--- src/rtl/alu_issue_stage.sv ---
// Issue stage ahead of the 32-bit CLA ALU: decodes ALUOp/funct into slice controls
// and presents them through a 2-entry skid buffer with a flop-driven in_ready.
module alu_issue_stage #(
    parameter int WIDTH = 32,
    parameter int CNT_W = 16
) (
    input  logic             clk,
    input  logic             rst_n,
    input  logic             in_valid,
    output logic             in_ready,
    input  logic [1:0]       in_alu_op,
    input  logic [5:0]       in_funct,
    input  logic [WIDTH-1:0] in_a,
    input  logic [WIDTH-1:0] in_b,
    output logic             out_valid,
    input  logic             out_ready,
    output logic [WIDTH-1:0] out_a,
    output logic [WIDTH-1:0] out_b,
    output logic             out_binv,
    output logic             out_cin,
    output logic [1:0]       out_sel,
    output logic             out_illegal,
    output logic [CNT_W-1:0] issued_cnt
);

    // State bits double as the valid bits: [1] = skid valid, [0] = main valid.
    localparam logic [1:0] S_EMPTY = 2'b00;
    localparam logic [1:0] S_ONE   = 2'b01;
    localparam logic [1:0] S_FULL  = 2'b11;

    localparam int PW = 2 * WIDTH + 4;

    logic [1:0]       r_state;
    logic [1:0]       w_state_nxt;
    logic             w_in_hs;
    logic             w_out_hs;
    logic             w_load_main_in;
    logic             w_load_main_skid;
    logic             w_load_skid;
    logic             w_dec_binv;
    logic [1:0]       w_dec_sel;
    logic             w_dec_illegal;
    logic [PW-1:0]    w_dec_word;
    logic [PW-1:0]    r_main;
    logic [PW-1:0]    r_skid;
    logic [CNT_W-1:0] r_cnt;

    assign in_ready  = ~r_state[1];
    assign out_valid = r_state[0];
    assign w_in_hs   = in_valid & ~r_state[1];
    assign w_out_hs  = r_state[0] & out_ready;

    always_comb begin
        w_dec_binv    = 1'b0;
        w_dec_sel     = 2'b10;
        w_dec_illegal = 1'b0;
        case (in_alu_op)
            2'b00: w_dec_binv = 1'b0;
            2'b01: w_dec_binv = 1'b1;
            2'b10: begin
                case (in_funct)
                    6'b100000: w_dec_binv = 1'b0;
                    6'b100010: w_dec_binv = 1'b1;
                    6'b100100: w_dec_sel  = 2'b00;
                    6'b100101: w_dec_sel  = 2'b01;
                    6'b101010: begin
                        w_dec_binv = 1'b1;
                        w_dec_sel  = 2'b11;
                    end
                    default:   w_dec_illegal = 1'b1;
                endcase
            end
            default: w_dec_illegal = 1'b1;
        endcase
    end

    assign w_dec_word = {in_a, in_b, w_dec_binv, w_dec_sel, w_dec_illegal};

    always_ff @(posedge clk or negedge rst_n) begin
        if (!rst_n) r_state <= S_EMPTY;
        else        r_state <= w_state_nxt;
    end

    always_comb begin
        w_state_nxt = r_state;
        case (r_state)
            S_EMPTY: if (w_in_hs) w_state_nxt = S_ONE;
            S_ONE: begin
                if (w_in_hs && !w_out_hs)      w_state_nxt = S_FULL;
                else if (!w_in_hs && w_out_hs) w_state_nxt = S_EMPTY;
            end
            S_FULL:  if (w_out_hs) w_state_nxt = S_ONE;
            default: w_state_nxt = S_EMPTY;
        endcase
    end

    always_comb begin
        w_load_main_in   = 1'b0;
        w_load_main_skid = 1'b0;
        w_load_skid      = 1'b0;
        case (r_state)
            S_EMPTY: w_load_main_in = w_in_hs;
            S_ONE: begin
                w_load_main_in = w_in_hs & w_out_hs;
                w_load_skid    = w_in_hs & ~w_out_hs;
            end
            S_FULL:  w_load_main_skid = w_out_hs;
            default: w_load_main_in = 1'b0;
        endcase
    end

    always_ff @(posedge clk or negedge rst_n) begin
        if (!rst_n) begin
            r_main <= '0;
            r_skid <= '0;
        end else begin
            if (w_load_main_in)        r_main <= w_dec_word;
            else if (w_load_main_skid) r_main <= r_skid;
            if (w_load_skid)           r_skid <= w_dec_word;
        end
    end

    always_ff @(posedge clk or negedge rst_n) begin
        if (!rst_n)        r_cnt <= '0;
        else if (w_out_hs) r_cnt <= r_cnt + CNT_W'(1);
    end

    assign out_a       = r_main[PW-1 -: WIDTH];
    assign out_b       = r_main[WIDTH+3 -: WIDTH];
    assign out_binv    = r_main[3];
    assign out_cin     = r_main[3];
    assign out_sel     = r_main[2:1];
    assign out_illegal = r_main[0];
    assign issued_cnt  = r_cnt;

endmodule

--- config.mk ---
export PLATFORM = sky130hd
export DESIGN_NAME = alu_issue_stage
export DESIGN_NICKNAME = d
export VERILOG_FILES = /design/src/rtl/alu_issue_stage.sv
export SDC_FILE = /design/constraint.sdc
export NUM_CORES = 1
export LEC_CHECK = 0
export CORE_ASPECT_RATIO = 0.5
export CORE_MARGIN = 1.5
export CORE_UTILIZATION = 40
export DETAILED_ROUTE_END_ITERATION = 10
export GPL_TIMING_DRIVEN = 0
export PLACE_DENSITY = 0.67
export SLEW_MARGIN = 20
export SYNTH_ARGS = -nofsm -noshare
export SYNTH_HDL_FRONTEND = slang
export SYNTH_SLANG_ARGS = --single-unit
--- constraint.sdc ---
create_clock -name clk -period 3 [get_ports clk]
set_input_delay 0.9 -clock clk [delete_from_list [all_inputs] [get_ports clk]]
set_output_delay 0.9 -clock clk [all_outputs]
set_load 0.1 [all_outputs]
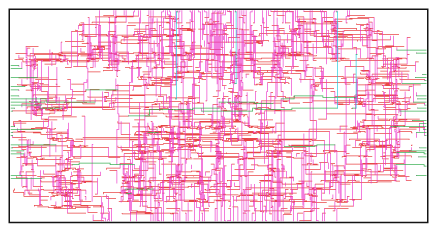
**Above:** wiring by layer.
- M2: magenta (wire length 7490 um)
- M1: red (wire length 7310 um)
- M3: green (wire length 579 um)
- M4: cyan (wire length 137 um)

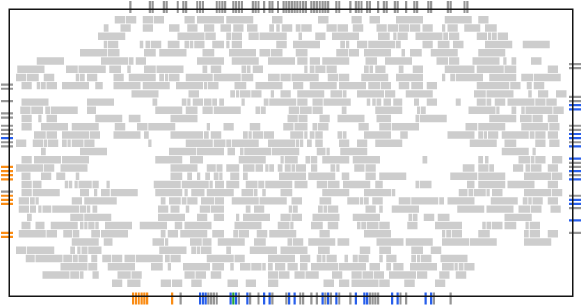
**Above:** pin map.
Pins as bars across the die edge, other pins in gray.
- `issued_cnt`: orange (pins 16; direction output; edge 9 left, 7 bottom)
- `in_valid`: green (pins 1; direction input; edge bottom)
- `in_b`: blue (pins 32; direction input; edge 20 bottom, 11 right, 1 left)
- all pins by edge: 64 top, 54 bottom, 24 right, 21 left
Die Ht: 94.4 um
IO buf count: 162
Die Width: 186 um

==> changes_impl.md <==
## Implementation

- Synth Register Bits: 154
- Synth area leader: dfrtp_1
- Slew HR: 0.316
- Tool Warnings: 32
- Unique cell types: 38
- CTS Buffer Depth: 2
- Inst Count DP: 931
- Status: finished clean
- Layout Nets: 809
- GRT overflow: 0
- Synth Area per Inst: 12.3 sq um
- Hold WS: 0.475 ns
- Yosys warnings: 0
- Worst setup SP type: register
- Top-area cell share: 0.577
- Core Util, Final: 0.565
- Largest stage delay on the critical path: 1.17 ns
- Synthesized cell area: 0.00668 sq mm
- Logic family by area: multiplexers
- Vias: 4684
- Largest cells by area after synthesis: dfrtp_1 58%, mux2_2 11%, mux2i_1 10%, nand2_1 4.4%, o21ai_0 4.1%
- Levels on crit path: 1
- R2R depth: 5
- Synth mux share: 0.215
- Final Max Tran Viols: 0
- CTS root buf: clkbuf_16
- Placed cell areas: 0.00861 sq mm
- Period minus WS final: 2.91 ns
- Ports: 163
- Min-delay worst type: input port to asynchronous set/reset pin
- Post-CTS setup buffers: 0
- Placement Setup Slack: -0.0546 ns
- Global-route wire length before repair: 24.8 mm
- Crit Path Class: register to output port
- Die Size: 0.0175 sq mm
- Core area: 0.0164 sq mm
[final timing paths]
kind | from | end | slack, ns
min | rst_n | r_main[40] | 0.47
min reg2reg | issued_cnt[15] | issued_cnt[15] | 0.48
max | issued_cnt[5] | issued_cnt[5] | 0.09
min in group clk | issued_cnt[15] | issued_cnt[15] | 0.48
max reg2reg | r_state[0] | r_skid[32] | 0.83
max in group asynchronous | rst_n | issued_cnt[2] | 1.73
[sequential cells by signal, summed over array words and instances, names as in the netlist]
signal and count:
issued_cnt 16, r_main 68, r_skid 68, r_state 2
[area by class of cell]
class                           count  area [sq um]
Fill cell                        1379          7120
Sequential cell                   154          3850
Multi-Input combinational cell    350          2620
Timing Repair Buffer              163          1660
Clock buffer                       20           447
Tap cell                          227           284
Buffer                             30           181
Clock inverter                     12           164
Inverter                            7          26.3
[repair_timing]
item                                    in CTS  in global routing
gates resized                                2                  3
endpoints found under the setup margin       2                  3
hold buffers                                 0                  0
pin swaps                                    0                  0
[synth_stat cells (6+ instances only)]
cell,n
buf_2,13
buf_4,6
clkbuf_1,7
dfrtp_1,154
ha_1,10
inv_1,6
mux2_2,65
mux2i_1,70
nand2_1,79
nand3_1,7
o21ai_0,55
o21ai_1,14
xnor2_1,12
[layer usage]
metal | vias up | routed length, um | GRT usage
li1 | 2244 | - | -
met1 | 2355 | 7310 | 0.245
met2 | 76 | 7490 | 0.301
met3 | 9 | 579 | 0.0528
met4 | 0 | 137 | 0.0484
met5 | - | 0 | 0
